Run 1, drive-strength map:
Drawn at 2 px/um.
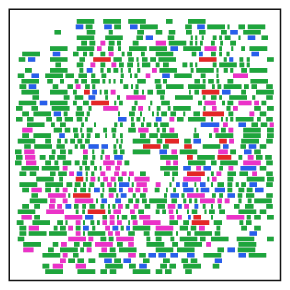
Run 1, close-up of the layout:
Region (42, 69) to (92, 119) um. Cells in grey, sequential cells in the stronger grey; small squares are vias.
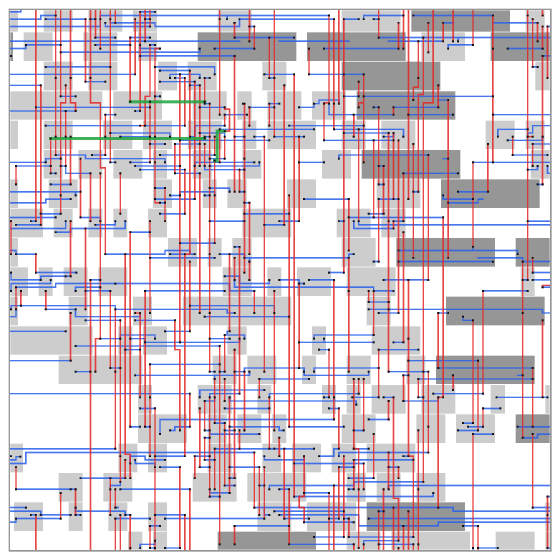
Run 1, cell outlines without signal wires:
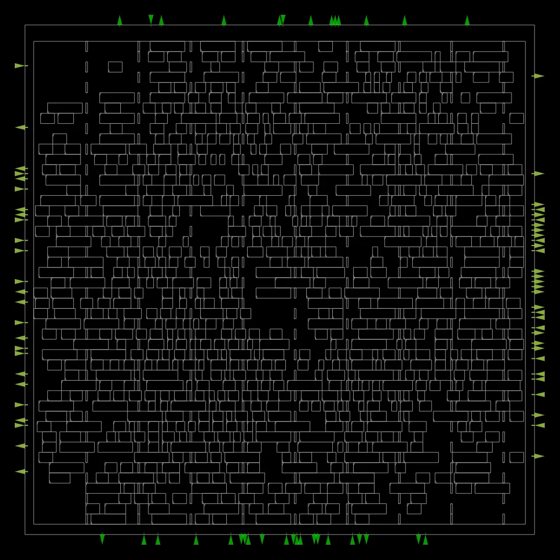
Design mac_acc_tc_32_40, sky130hd; sources not shown.
==> flow_metrics.py, run 1 <==
# Physical implementation metrics
metrics = {
    "run_status": {
        "outcome": "finished clean",
    },
    "layout": {
        "lay_top_count": "dfrtp_1",
        "layout.nets": 875,
        "drive_gt1_share_pct": 26.9,
        "final_util_pct": 53.9,
    },
    "timing": {
        "tns_ns": 0,
        "fin_crit_ns": 3.34,
        "period_used_pct": 98.2,
        "worst_slew_pin_slew_ns": 0.771,
    },
    "setup_path": {
        "path_max_fanout": 10,
        "crit_type": "reg2reg",
        "cp.required_ns": 3.59,
    },
    "run": {
        "warning_count": 29,
    },
    "detailed_routing": {
        "top_layer": "met4",
        "wl_per_cell_um": 18.6,
        "wirelength_um": 19100,
    },
    "placement": {
        "place_ws_ns": -0.113,
        "place.gp.congestion": 0.860,
    },
    "global_routing": {
        "grt_pass1_wl_um": 31500,
        "grt-ovfl-total": 0,
        "grt_max_degree": 59,
        "busiest_layer": "met2",
    },
    "clock_network": {
        "cts_max_level": 3,
    },
    "die": {
        "num_rows": 47,
    },
    "power": {
        "vdd_drop_max_mv": 0.285,
    },
    "synth": {
        "ys_chip_area_sq_um": 6680,
        "synth_nets": 738,
        "ys_sh_simple_pct": 14.5,
        "compound_area_share_pct": 21.3,
        "yosys_warnings": 6,
        "adder_share_pct": 7.79,
        "mux_share_pct": 8.63,
    },
}
-- 'drive-strength map' (at the start) --
size	colour	cells	share	most used
x6 and larger	red	18	2.2%	clkbuf_16
x2	blue	74	9.2%	mux2_2
x1 and smaller	green	586	73%	dfrtp_1
x3 and x4	magenta	124	15%	buf_4
count of plain and timing-repair buffers in the layout: 165
Final Cell Area: 8970 sq um
Area Overhead vs Synth: 34.3%
Final Worst Setup Slack: 0.0596 ns

-- 'close-up of the layout' (at the start) --
layer	colour
M2	red
M1	blue
M3	green
cells with their middle in the window	136
sequential cells in the window	13
most frequent	nand2_1 (14), dfrtp_1 (13), a21oi_1 (11)

-- 'cell outlines without signal wires' (at the start) --
sequential share of cell area: 28.7%
core area: 16600 sq um

## run 1: worst max-delay path, cell delays in order (launching register included)
cell and delay, ns:
dfrtp_1 0.41, nand2b_4 0.11, inv_8 0.06, and2_4 0.14, ha_4 0.16, fa_2 0.39, a21o_1 0.20, a221o_1 0.37
nand2_2 0.11, o311a_4 0.21, o21ai_4 0.07, a31oi_4 0.20, nor3_1 0.07, or3_1 0.39, mux2_4 0.28
## run 1: synth_stat cells, drive strengths merged (7+ instances only)
cell	number	share of area (%)
o21bai	7	0.79
nand2	49	2.9
nor3	9	0.75
dfrtp	103	39
nand4	11	1.0
xor2	17	2.2
buf	25	2.2
nand3	10	0.94
ha	40	7.5
nor2	20	1.1
mux2	47	8.5
and2	44	4.1
o21ai	32	2.6
o21a	7	0.81
a22o	43	5.6
a21oi	45	3.4
inv	12	0.67
a21o	22	2.5
clkbuf	14	0.81
xnor2	25	3.3
## run 1: layout make-up
class / count / area share [%]
sequential: 103 / 28.7
multi-input combinational: 506 / 47.5
timing repair buffer: 165 / 16.7
tap: 220 / 3.07
inverter: 12 / 0.614
clock inverter: 7 / 0.879
clock buffer: 9 / 2.51
## run 1: metrics by stage
step	cell area, sq um	hold WS (ns)
finish	8970	0.406
global route	8970	0.467
CTS	8710	0.448
detailed placement	8270	0.435
global placement	8270	0.428
floorplan	6910	0.415
## run 1: power by group
part / total [W] / leakage [nW] / internal (W) / switching (W)
clock network: 0.00109 / 0.144 / 0.000581 / 0.000512
registers: 0.00159 / 1.30 / 0.00146 / 0.000134
logic: 0.00167 / 2.57 / 0.000784 / 0.000883
total: 0.00435 / 4.01 / 0.00282 / 0.00153
## run 1: timing repair
action                                  in CTS  in global routing
endpoints found under the setup margin      15                 33
pin swaps                                    9                 22
buffers inserted                            13                  8
resized                                      8                 42
hold buffers                                 0                  0
Run 1, PDN straps and rails:
Drawn at 4 px/um. Pins as bars on the die edge.
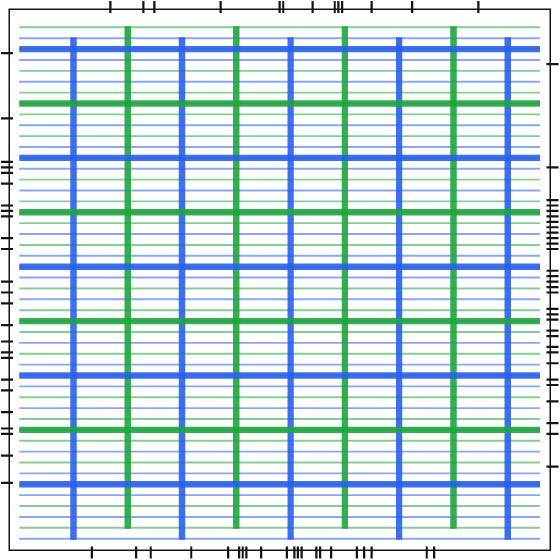

==> inputs of run 2 (changes only) <==
- PLACE_DENSITY_LB_ADDON: 0.1 -> 0.12
Run 2, PDN straps and rails:
Drawn at 4 px/um. Pins as bars on the die edge.
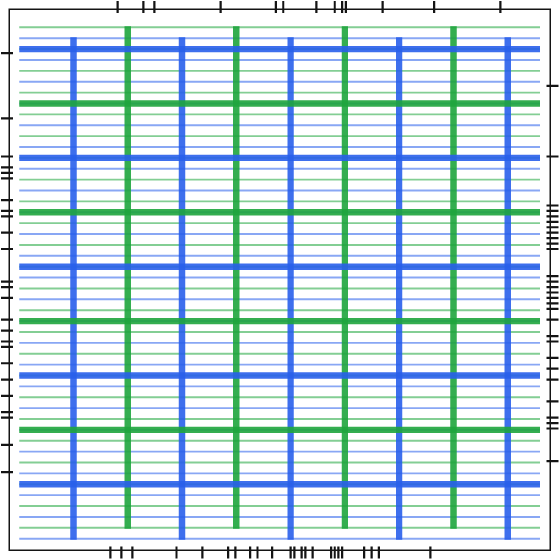
net	colour
VDD	green
VSS	blue
met1 rails	48
met4 straps	9
met5 straps	9
signal pins	90
rows	47
die height: 135 um
VDD IR max: 0.292 mV
die width: 135 um

==> run 2 against run 1 <==
Effect of this change:
- critical path depth decreased by 1
- sequential power about the same
- utilization decreased by 0.26 points
- register-to-register slack got worse by 0.06 ns
- global-route usage increased by 0.065 points
- sequential cell count unchanged
- critical endpoint unchanged
- highest routed layer unchanged
==> flow_metrics.py, run 2 <==
# Physical implementation metrics
metrics = {
    "power": {
        "clockPowerShare_pct": 25.1,
        "power-top-group": "combinational logic",
        "p_clk_w": 0.00109,
        "comb_power_share_pct": 38.5,
        "seq_cell_power_w": 0.00159,
        "seqPwrFrac_pct": 36.5,
        "swShare_pct": 35.1,
        "p_int_w": 0.00283,
        "p_sw_w": 0.00153,
    },
    "clock_network": {
        "root_buffer": "clkbuf_16",
        "cts_max_level": 3,
        "holdBufCountCts": 0,
    },
    "setup_path": {
        "cp.required_ns": 3.60,
        "crit_path_frequent_cell": "or3_4",
        "path_cells": "nand2b_4 > inv_8 > buf_6 > and2_4 > ha_4 > nand4_1 > or3_4 > o311a_4 > o21ai_4 > a31oi_4 > o2111a_1 > or3_4 > mux2_4",
        "crit_type": "reg2reg",
        "cp_slowest_stage_delay_ns": 0.42,
        "path_max_fanout": 7,
    },
    "run_status": {
        "outcome": "finished clean",
    },
    "placement": {
        "place.gp.congestion": 0.896,
        "place_area_sq_um": 8260,
        "place_ws_ns": -0.0786,
    },
    "timing": {
        "period_used_pct": 99.9,
        "fin_crit_ns": 3.40,
        "holdWs_ns": 0.358,
        "hold_viol": 0,
        "worst_slew_pin_slew_ns": 0.646,
        "worst_slack_ns": 0.00349,
        "tns_ns": 0,
    },
    "synth": {
        "synthTopCellsByCount": "dfrtp_1, nand2_1, a21oi_1, and2_1, a22o_1",
        "ys_chip_area_sq_um": 6680,
        "synth_nets": 738,
        "yosys_warnings": 6,
        "top_cell_area_share_pct": 38.6,
        "top_cell": "dfrtp_1",
    },
    "detailed_routing": {
        "wl_per_cell_um": 18.9,
        "wirelength_um": 19200,
        "drtAntennaViolNets": 0,
    },
    "run": {
        "warning_count": 29,
    },
    "layout": {
        "syn_to_final_growth_pct": 33.6,
        "drive_gt1_share_pct": 25.9,
        "lay_top_count": "dfrtp_1",
        "layout.nets": 869,
        "final_area_sq_um": 8930,
    },
    "global_routing": {
        "grt-ovfl-total": 0,
        "grt_max_degree": 52,
        "grt_pass1_wl_um": 31400,
    },
    "die": {
        "num_rows": 47,
    },
}
-- run 2: cell types whose count changed in the layout (fill, tap and decap cells not counted), sizes merged --
cell,change
buf,-7
inv,+1
-- run 2: worst max-delay path, delay by kind of cell, from the launching register on --
family,cells,cell delay [ns]
AND/OR/NAND/NOR,5,1.13
AND-OR/OR-AND,4,0.95
flip-flops,1,0.42
adder cells (fa/ha/maj),1,0.27
multiplexers,1,0.27
buffers and inverters,2,0.19
-- run 2: final cells by class --
class	instances	share of cell area [%]
repair inverters	1	0.0701
flip-flops and latches	103	28.9
repair buffers	158	16.3
well taps	220	3.08
clock buffers	9	2.52
multi-input cells	506	47.7
inverters	12	0.617
clock inverters	7	0.883
-- run 2: per-layer routing --
layer / track usage (%) / vias to the layer above / share of wire (%) / routed length, um
li1: - / 2690 / - / -
met1: 27.9 / 2831 / 47 / 8950
met2: 37.3 / 92 / 49 / 9310
met3: 3.15 / 31 / 2.7 / 509
met4: 7.13 / 0 / 2.1 / 400
met5: 0 / - / 0 / 0
-- run 2: cell families (layout without fill, tap and decap cells) --
| family | after synthesis | in the layout | synth area share, % |
|---|---|---|---|
| and+or+nand+nor | 176 | 176 | 14.5 |
| xor gates and xnor gates | 42 | 42 | 5.51 |
| DFF | 103 | 103 | 38.6 |
| adders and majority gates | 41 | 41 | 7.79 |
| AOI/OAI and AO/OA | 199 | 199 | 21.3 |
| muxes | 48 | 48 | 8.63 |
| buffers and inverters | 51 | 187 | 3.67 |
-- run 2: what timing repair did --
| item | CTS | global route |
|---|---|---|
| cloned | 2 | 0 |
| setup buffers | 8 | 7 |
| pin swaps | 8 | 18 |
| hold endpoints to repair | 0 | 0 |
| gates resized | 10 | 33 |
| setup endpoints to repair | 4 | 30 |
Power figures rest on the tool's default switching activity, not on a simulated workload.
